## config.mk

```make
export PLATFORM = sky130hd
export DESIGN_NAME = addsub_div_sequencer
export DESIGN_NICKNAME = d
export VERILOG_FILES = /design/src/rtl/addsub_div_sequencer.sv
export SDC_FILE = /design/constraint.sdc
export NUM_CORES = 1
export LEC_CHECK = 0
export ABC_AREA = 1
export CELL_PAD_IN_SITES_DETAIL_PLACEMENT = 2
export CELL_PAD_IN_SITES_GLOBAL_PLACEMENT = 2
export CORE_ASPECT_RATIO = 0.9
export CORE_MARGIN = 1.5
export CORE_UTILIZATION = 26
export CTS_CLUSTER_SIZE = 28
export DETAILED_ROUTE_END_ITERATION = 12
export PLACE_DENSITY_LB_ADDON = 0.15
export SLEW_MARGIN = 10
export SYNTH_ARGS = -nofsm -noshare
export SYNTH_HDL_FRONTEND = slang
export SYNTH_SLANG_ARGS = --single-unit
```

## constraint.sdc

```tcl
create_clock -name clk -period 1.4 [get_ports clk]
set_input_delay 0.28 -clock clk [delete_from_list [all_inputs] [get_ports clk]]
set_output_delay 0.28 -clock clk [all_outputs]
set_load 0.03 [all_outputs]
```

## src/rtl/addsub_div_sequencer.sv

```systemverilog
// addsub_div_sequencer: multi-cycle unsigned restoring divider controller.
// It drives a shared, external WIDTH+1-bit adder/subtractor in subtract mode
// once per iteration and presents a start/busy/done handshake.
//
// Optional feature: define ADDSUB_DIV_ABORT_EN to add an "abort" input that
// cancels a division in flight without a done pulse.
//
// Handshake: a request is taken only when start=1 at a clock edge while the
// FSM is IDLE. busy is high while a division is in progress (ITER, DONE).
// done is a one-cycle pulse marking quotient/remainder/div_by_zero valid.
// Results hold until the next accepted start. start outside IDLE is dropped.
module addsub_div_sequencer #(
    parameter int WIDTH = 6
) (
    input  logic             clk,
    input  logic             reset,
    input  logic             start,
`ifdef ADDSUB_DIV_ABORT_EN
    input  logic             abort,
`endif
    input  logic [WIDTH-1:0] dividend,
    input  logic [WIDTH-1:0] divisor,
    output logic             busy,
    output logic             done,
    output logic [WIDTH-1:0] quotient,
    output logic [WIDTH-1:0] remainder,
    output logic             div_by_zero,
    output logic [WIDTH:0]   as_a,
    output logic [WIDTH:0]   as_b,
    output logic             as_s,
    input  logic [WIDTH:0]   as_answer
);

    localparam int CW = (WIDTH > 1) ? $clog2(WIDTH) : 1;

    typedef enum logic [1:0] {
        IDLE = 2'd0,
        ITER = 2'd1,
        DONE = 2'd2
    } state_t;

    state_t           state;
    logic [WIDTH-1:0] r_q;
    logic [WIDTH-1:0] q_q;
    logic [WIDTH-1:0] d_q;
    logic [CW-1:0]    count;
    logic [WIDTH-1:0] r_next;
    logic [WIDTH-1:0] q_next;
    logic             abort_req;

`ifdef ADDSUB_DIV_ABORT_EN
    assign abort_req = abort;
`else
    assign abort_req = 1'b0;
`endif

    // Shared adder operands: trial subtraction in ITER, quiescent otherwise.
    always_comb begin
        as_a = '0;
        as_b = '0;
        as_s = 1'b0;
        if (state == ITER) begin
            as_a = {r_q, q_q[WIDTH-1]};
            as_b = {1'b0, d_q};
            as_s = 1'b1;
        end
    end

    // Restoring step: keep the difference when non-negative, else restore.
    always_comb begin
        if (as_answer[WIDTH]) begin
            r_next = as_a[WIDTH-1:0];
        end else begin
            r_next = as_answer[WIDTH-1:0];
        end
        q_next = {q_q[WIDTH-2:0], ~as_answer[WIDTH]};
    end

    // Control FSM with registered handshake outputs and result registers.
    always_ff @(posedge clk or posedge reset) begin
        if (reset) begin
            state       <= IDLE;
            busy        <= 1'b0;
            done        <= 1'b0;
            div_by_zero <= 1'b0;
            quotient    <= '0;
            remainder   <= '0;
            r_q         <= '0;
            q_q         <= '0;
            d_q         <= '0;
            count       <= '0;
        end else begin
            done <= 1'b0;
            case (state)
                IDLE: begin
                    if (start) begin
                        busy <= 1'b1;
                        if (divisor != '0) begin
                            d_q         <= divisor;
                            q_q         <= dividend;
                            r_q         <= '0;
                            count       <= CW'(WIDTH - 1);
                            div_by_zero <= 1'b0;
                            state       <= ITER;
                        end else begin
                            quotient    <= '1;
                            remainder   <= dividend;
                            div_by_zero <= 1'b1;
                            done        <= 1'b1;
                            state       <= DONE;
                        end
                    end
                end
                ITER: begin
                    if (abort_req) begin
                        busy  <= 1'b0;
                        state <= IDLE;
                    end else begin
                        r_q   <= r_next;
                        q_q   <= q_next;
                        count <= count - 1'b1;
                        if (count == '0) begin
                            quotient  <= q_next;
                            remainder <= r_next;
                            done      <= 1'b1;
                            state     <= DONE;
                        end
                    end
                end
                DONE: begin
                    busy  <= 1'b0;
                    state <= IDLE;
                end
                default: begin
                    busy  <= 1'b0;
                    state <= IDLE;
                end
            endcase
        end
    end

endmodule

```

run_1/gates.png
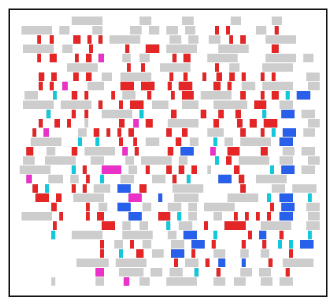
colour	family	cells	most used
blue	nor cells	21	nor2_4
red	nand cells	137	nand2_1
cyan	inv cells	26	inv_1
magenta	aoi and oai cells	11	o21ai_0
highest-count logic cell in the final layout: nand2_1
number of standard cells in the layout, taps in and fillers out: 419
multi-input combinational area share: 0.329

run_1/sizing.png
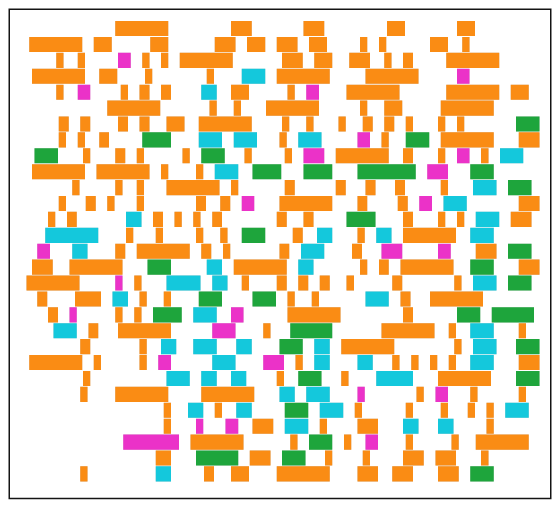
colour	size	cells
orange	x1 and smaller	220
cyan	x3 and x4	50
magenta	x2	25
green	x6 and larger	31
Final Cell Area: 0.00309 mm^2
Worst Slack Setup Final: -131 ps

==> run notes, run 1 <==
Figures from the implementation reports.

- The total global routing overflow is 0.
- The fraction of power consumed by the clock network is 0.094.
- Per the final report, max-transition violations number 0.
- The number of CTS-inserted buffers reads 5.
- The average footprint of a synthesized cell is 7.66 um^2.
- The post-detailed-route wirelength per cell is 15.5 um.
- Setup repair after global routing could not meet its margin everywhere.
- The classification of the worst setup path is register to output port.
- During I/O placement, the number of pins put on the boundary was 52.
- The ratio of cells with drive above 1 in the final layout is 0.325.
- The number of maximum-capacitance constraint violations reads 0.
- The sum of routed wire length over all layers is 6510 um.
- Power attributed to combinational cells is 4970 uW.
- The maximum fanout encountered on the critical timing path reads 11.
- The script computed the net switching share of total power as 0.478.
- The height of the chip is 83.4 um.
- The run finished, with violations left.
- The power group with the highest consumption is combinational logic.
- The reg-to-reg endpoint reads remainder[5]$_DFFE_PP0P_.
- The final antenna diode tally reported by the flow is 0.
- The dominant cell type by area after synthesis is dfrtp_1.
- Looking at the cell usage after synthesis, the top flip-flop cell is dfrtp_1.
- The post-synth net total is 268.
- The H-tree depth reads 2.
- The number of hold-repair buffers added at the cts stage reads 0.
- Between the synthesized netlist and the finished layout, the area growth was recorded as 65.6%.
- In this run, synthesis inferred 0 flip-flops with an integrated enable.
- The data required time at the worst endpoint is 1120 ps.
- The routability congestion estimate is 0.720.
- Counting tap cells, the placed design contains a total of 402 instances.
- The starting utilization of the core area reads 0.267.
- Of the synthesized area, sequential elements account for 0.509.
- Internal power comes to 3960 uW.
- The critical path crosses 5 cells after its start point.
- The adder-cell share of the synthesized area is 0.0134.
- The clock root buffer master is clkbuf_8.
- Yosys reported a register bit count of 38.
- The startpoint of the most critical register-to-register path is state[1]$_DFFE_PP0P_.
- The worst-path cell with the longest stage delay is dfrtp_1.
- The global routing report lists met2 layer usage as 0.314.
- Ranked by total cell area, the synthesized netlist is headed by dfrtp_1, nand2_1, nand3_1.
- The switching component of the power was reported as 3630 uW.
- In this run the VDD rail shows a maximum IR drop of 0.000877 V.
- The final critical-path setup slack reads -131 ps.
- The number of design-rule violations left by the first detailed-router iteration is 57.
- The sequential cell fraction of total power reads 0.251.
- Per the synthesis report, the XOR/XNOR share of the synthesized area is 0.
- Entering global routing, the biggest net connects 39 pins.
- The worst setup path is launched from a register.
- Traced cell by cell, the critical path runs through inv_2 > nand2_4 > buf_12 > nor2_4 > buf_6.
- The number of antenna violations at the first check in global routing is 0.
- The class of the tightest hold or removal check is primary input to async pin.
- The highest routed metal layer is met4.
- The met1 global-route usage is 0.224.
- The number of nets in the finished design is 350.
- The maximum operating frequency reads 653 MHz.
- The number of input and output port buffers inserted is 50.
- The area reported by Yosys stat is 0.00187 mm^2.
- The stage-log warning count reads 30.
- The async set-or-reset flop fraction in the synthesized netlist is 1.00.
- The residual antenna-violating net count after detailed routing is 0.
- The checks that failed: setup timing.
- The clock transition at the registers of the reported paths reads 80 ps.
- The critical path endpoint is as_a[1].
- The global-route layer with the greatest usage reads met2.
- In this design, the largest share of critical-path delay is due to flip-flops.
- The number of different library cells in the post-synthesis netlist reads 18.
- The sequential logic power is 1910 uW.
- Yosys shows that the main logic family after synthesis is simple AND/OR/NAND/NOR gates.
- Per the detail_route log, met2 wirelength is 3400 um.
- Counting instances in the post-synthesis netlist gives the leading cell types as nand2_1, nand3_1, dfrtp_1, inv_1, nor2_1.
- The global-route usage over all layers reads 0.178.
- After detailed placement, the total cell area comes to 0.00269 mm^2.
- The via count of the first global-routing pass reads 2094.
- The first global-routing pass estimated 10600 um of wire.
- The length of routed wiring on met1 is 2860 um.
- In this run the horizontal extent of the chip is 92.4 um.
- On met3, the global router reports a usage of 0.0321.
- Per the final timing report, the hold violations number 0.
- The total setup buffers inserted after CTS reads 5.
- The maximum single-stage delay on the critical path is 400 ps.
- The share of the cycle needed by the critical path after routing is 1.09.
- During synthesis, Yosys emitted a total of 0 warnings.
- The area fraction in and, or, nand and nor cells after synthesis is 0.352.
- The post-layout minimum cycle time is 1530 ps.
- The number of standard cells after synthesis is 244.
- The total of endpoints with negative setup slack in the final report reads 17.
- The number of instances resized during post-cts repair is 49.
- The TritonCTS clock tree reads yes.
run_1/clock_nets.png
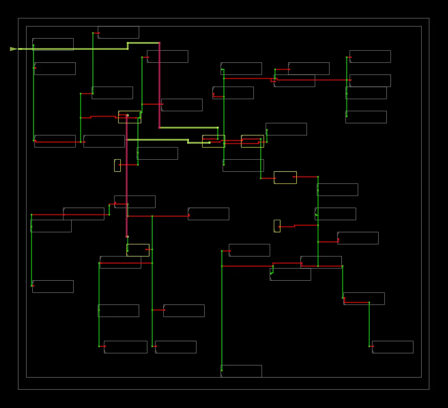
worst setup skew after layout: 8.63 ps
source-to-sink clock delay at the later pin of the worst-skew pair: 290 ps
clock network power consumption: 717 uW
clock buffer count in the final layout: 7
sinks on the clock net: 38

run_1/class_map.png
Bar = 20 um. Fill, decap, tap and diode cells in grey.
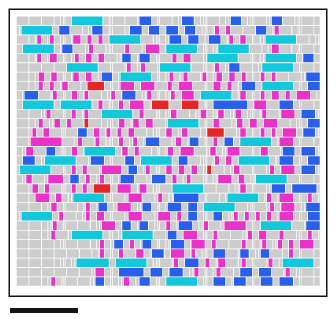
colour	class	cells	share of their area
blue	remaining buffers and delay cells	83	28%
red	clock drivers and dummy loads	7	2.6%
cyan	registers	38	32%
magenta	remaining logic cells	198	37%
Util after Layout: 0.442
area of the placeable core: 0.00700 mm^2
Seq/total area: 0.308
count of standard-cell rows: 29

run 1: layout make-up:
class | count | area, um^2
well taps | 93 | 116
clock buffers | 7 | 76.3
fillers | 788 | 3910
inverters | 26 | 97.6
flip-flops and latches | 38 | 952
multi-input cells | 172 | 1020
repair buffers | 83 | 833
run 1: stage by stage:
step | total power (uW) | hold WS [ps] | TNS, ps | util | setup WS [ps]
2_1_floorplan | 4480 | 390 | -126 | - | -41.9
3_3_place_gp | 5920 | 460 | -8720 | 0.384 | -293
3_5_place_dp | 6030 | 464 | -11740 | 0.384 | -390
4_1_cts | 7290 | 368 | -1610 | 0.419 | -143
5_1_grt | 8170 | 378 | -3260 | 0.442 | -197
6_report | 7590 | 348 | -1520 | 0.442 | -131
--- run 2 (diff from run 1) ---
- GPL_ROUTABILITY_DRIVEN: not set -> 0
run_2/gates.png
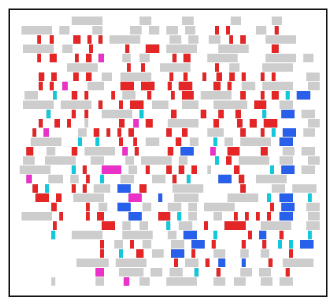
colour	family	cells	most used
cyan	inv cells	26	inv_1
magenta	aoi and oai cells	11	o21ai_0
blue	nor cells	21	nor2_4
red	nand cells	137	nand2_1

run_2/sizing.png
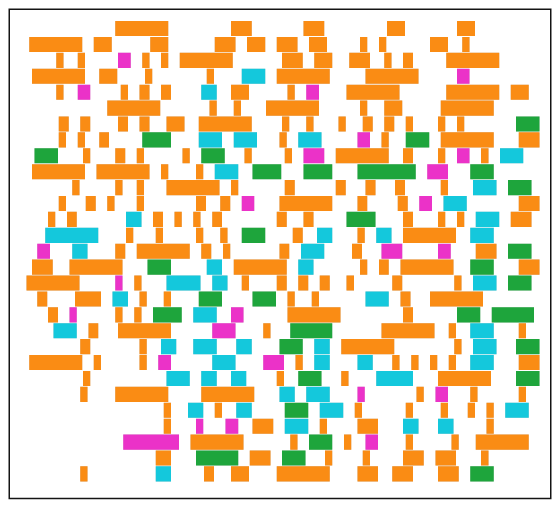
colour	size	cells
cyan	x3 and x4	50
green	x6 and larger	31
magenta	x2	25
orange	x1 and smaller	220

==> run 2 against run 1 <==
The run still ends with setup timing left; worst setup slack unchanged; wire length unchanged; first-iteration DRC count unchanged; fmax unchanged; non-clock buffer count unchanged; sequential share of layout area unchanged; sequential power about the same; sequential cell count unchanged; register-to-register slack about the same; global-route usage unchanged.
==> run notes, run 2 <==
Figures from the implementation reports.

- The number of design-rule violations left by the first detailed-router iteration is 57.
- The worst-path cell with the longest stage delay reads dfrtp_1.
- The classification of the worst setup path is register to output port.
- The fraction of power consumed by the clock network is 0.094.
- The final reports fail on setup timing.
- The reported clock group power is 717 uW.
- The total of endpoints with negative setup slack in the final report reads 17.
- The number of logic gates is 172.
- The flip-flop and latch share of the layout cell area is 0.308.
- The area reported by Yosys stat reads 0.00187 mm^2.
- The maximum single-stage delay on the critical path reads 400 ps.
- The switching power share of the total reads 0.478.
- For reference, the final report shows the max-slew violation count at 0.
- The post-synthesis register bit count reads 38.
- The switching power summed over all nets reads 3630 uW.
- The power in combinational cells reads 4970 uW.
- The top cell family by delay on the critical path reads flip-flops.
- In this run the number of cells on the critical path is 5.
- The final critical-path setup slack reads -131 ps.
- The height of the chip reads 83.4 um.
- The residual antenna-violating net count after detailed routing reads 0.
- The global-route usage over all layers reads 0.178.
- The clock sink count reads 38.
- The share of the cycle needed by the critical path after routing reads 1.09.
- The global-route wire length before repair is 10600 um.
- The dominant register cell in the synthesized netlist is dfrtp_1.
- After layout, the design draws a total of 7590 uW.
- Power attributed to sequential cells is 1910 uW.
- The class of the tightest hold or removal check is primary input to async pin.
- The number of nets in the finished design is 350.
- Synthesis produced 244 cells.
- The starting utilization of the core area reads 0.267.
- The number of different library cells in the post-synthesis netlist is 18.
- The number of ordinary and repair buffers in the finished layout reads 83.
- The cell-internal power is 3960 uW.
- The number of enable-type register cells in the synthesized netlist is 0.
- The run finished, with violations left.
- After routing the design area is 0.00309 mm^2.
run_2/class_map.png
Bar = 20 um. Fill, decap, tap and diode cells in grey.
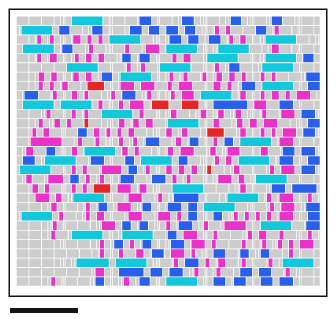
colour	class	cells	share of their area
red	clock drivers and dummy loads	7	2.6%
blue	remaining buffers and delay cells	83	28%
cyan	registers	38	32%
magenta	remaining logic cells	198	37%

## run 2: per-layer routing
metal / vias to the layer above / part of all wire / track usage
met4: 0 / 0.0071 / 0.0378
met2: 29 / 0.52 / 0.314
met1: 941 / 0.44 / 0.224
met3: 5 / 0.031 / 0.0321
li1: 919 / - / -
met5: - / 0 / 0
## run 2: what timing repair did
action | 4_1_cts | 5_1_grt
setup endpoints to repair | 54 | 37
gates cloned | 1 | 1
endpoints found under the hold margin | 0 | 0
setup buffers | 5 | 4
resized | 49 | 41
pin swaps | 1 | 11
## run 2: cells by family after synthesis
family                     Yosys count  synth area share
and+or+nand+nor                    157             0.352
DFF                                 38             0.509
buffers and inverters               35            0.0830
AOI/OAI and AO/OA                   11            0.0402
adders and majority gates            2            0.0134
other                                1           0.00201
--- run 3 (diff from run 2) ---
- GPL_TIMING_DRIVEN: not set -> 0
- MAX_ROUTING_LAYER: not set -> met4
run_3/m2.png
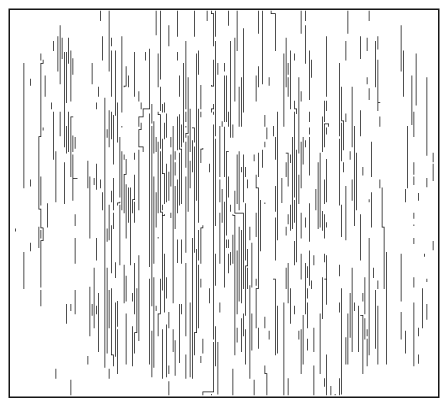
nets with wire on the layer	322
wire length on this layer	3640 um

run_3/sizing.png
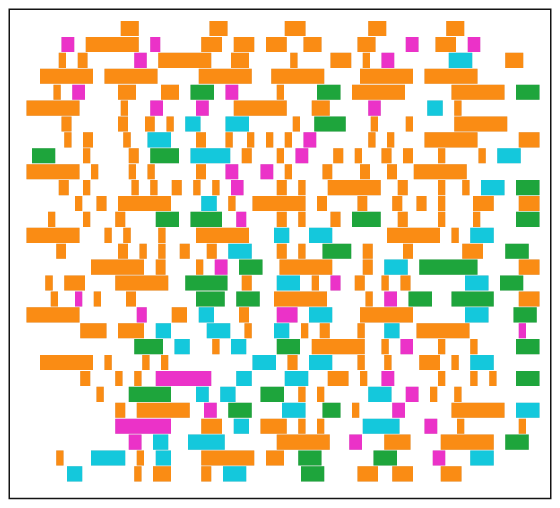
colour	size	cells
orange	x1 and smaller	210
green	x6 and larger	34
magenta	x2	35
cyan	x3 and x4	44

==> run 3 against run 2 <==
The flow still finishes with violations (setup timing); sequential cell count unchanged; sequential share of layout area barely moved; via count is 3.1% higher; global-route usage grew 0.82 points; critical path depth did not move; critical endpoint is now as_a[5]; largest power group unchanged.
==> run notes, run 3 <==
Figures from the implementation reports.

- The count of clock buffers in the final design reads 5.
- The critical path startpoint category reads a register.
- The maximum fanout encountered on the critical timing path reads 5.
- The clock sink count reads 38.
- The number of ports placed on the die boundary reads 52.
- The ratio of cells with drive above 1 in the final layout reads 0.350.
- Ranked by instance count, the synthesized netlist is headed by nand2_1, nand3_1, dfrtp_1, inv_1, nor2_1.
- The final hold violation count is 0.
- The most frequent logic cell in the layout is nand2_1.
- The floorplan has 29 rows.
- The global-route track usage on met3 reads 0.0311.
- The clock root buffer master reads clkbuf_8.
- The area fraction in and, or, nand and nor cells after synthesis reads 0.352.
- The TritonCTS clock tree is yes.
- The met2 capacity usage during global routing reads 0.294.
- The via count of the first global-routing pass reads 2085.
- The post-layout minimum cycle time reads 1580 ps.
- The highest layer touched by signal routing is met4.
- The number of standard cells after synthesis is 244.
- The length of routed wiring on met1 is 3280 um.
- Each instance of the synthesized netlist takes up on average 7.66 um^2.
- The global-route wire length before repair is 10800 um.
- For this run, the share of the core covered by cells in the final layout is 0.443.
- After detailed routing, the met3 layer carries 167 um of wire.
- The count of yosys warnings during synthesis reads 0.
- The number of ordinary and repair buffers in the finished layout is 80.
- In the CTS report, the clock slew at the register clock pins of the worst setup and hold paths is listed as 80 ps.
- The critical path endpoint reads as_a[5].
- The adder-cell share of the synthesized area is 0.0134.
- Listed in order, past its start point the critical path passes inv_4 > nand2_8 > buf_8 > nor2_4 > buf_6.
- The post-synth net total reads 268.
- The classification of the worst setup path reads register to output port.
- The total of endpoints with negative setup slack in the final report reads 35.
- The H-tree depth reads 2.
- Recorded from the global router log, the overflow total was 0.
- The global-route usage over all layers reads 0.186.
- The run finished, with violations left.
- The flip-flop and latch share of the layout cell area is 0.307.
- The checks that failed: setup timing.
- The buffer share of cell area is 0.260.
- The count of flip-flops and latches is 38.
- The reg-to-reg endpoint reads quotient[0]$_DFFE_PP0P_.
- The stage-log warning count is 30.
- The standard cell core area is 0.00700 mm^2.
- The number of enable-type register cells in the synthesized netlist reads 0.
- From bottom edge to top edge, the die measures 83.4 um.
- Per the timing report, the achievable frequency comes out to 635 MHz.
- Setup repair after global routing could not meet its margin everywhere.
- The violation tally recorded at the end of detailed-routing iteration 0 is 54.
- The number of placed instances, taps included, is 387.
- Between the synthesized netlist and the finished layout, the area growth was recorded as 66.1%.
- The post-route clock skew reads 5.37 ps.
- VDD sags by at most 0.000830 V.
- In the finished design, the share of the clock period the worst path needs comes to 1.13.
- The number of different library cells in the post-synthesis netlist is 18.
- The startpoint identified for the worst register-to-register timing path is state[1]$_DFFE_PP0P_.
- For this run, the post-layout net count is 347.
- The multiplexer fraction of the synthesized cell area reads 0.
- The starting utilization of the core area is 0.267.
- In the post-route analysis, the smallest setup slack over all paths is -176 ps.
- The slowest stage of the critical path is the dfrtp_2 cell.
- The number of maximum-capacitance constraint violations is 0.
- The global-route layer with the greatest usage is met2.
- The area reported by Yosys stat reads 0.00187 mm^2.
- The area taken by multi-input logic gates is 0.00104 mm^2.
- Once detail routing completed, the nets flagged for antenna violations numbered 0.
- The data required time reported for the critical path is 1120 ps.
- The total inserted antenna cells is 0.
run_3/gates.png
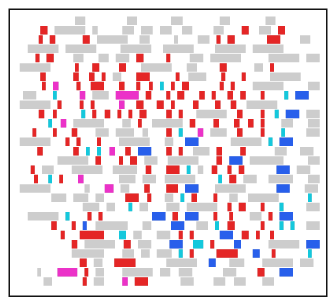
multi-input combinational area share: 0.335
number of standard cells in the layout, taps in and fillers out: 416

run 3: cell counts after synthesis:
No cell type changed its count.
run 3: report_power, final:
group | switching, uW | internal [uW] | total, uW
Combinational | 3040 | 2050 | 5090
Sequential | 355 | 1600 | 1950
Clock | 409 | 335 | 744
Total | 3800 | 3980 | 7790
run 3: stage by stage:
step / worst slack [ps] / setup TNS [ps] / cell area (um^2)
after global placement: -777 / -51500 / 2570
final: -176 / -3970 / 3100
after CTS: -166 / -2800 / 2950
after floorplan: -41.9 / -126 / 1960
after detailed placement: -720 / -23110 / 2590
after global routing: -217 / -6280 / 3100
run 3: timing repair:
action	CTS	global route
hold buffers	0	0
pin swaps	9	14
buffers inserted	13	8
endpoints found under the setup margin	61	40
cloned	2	1
gates resized	164	37
Power and IR drop assume default switching activity.
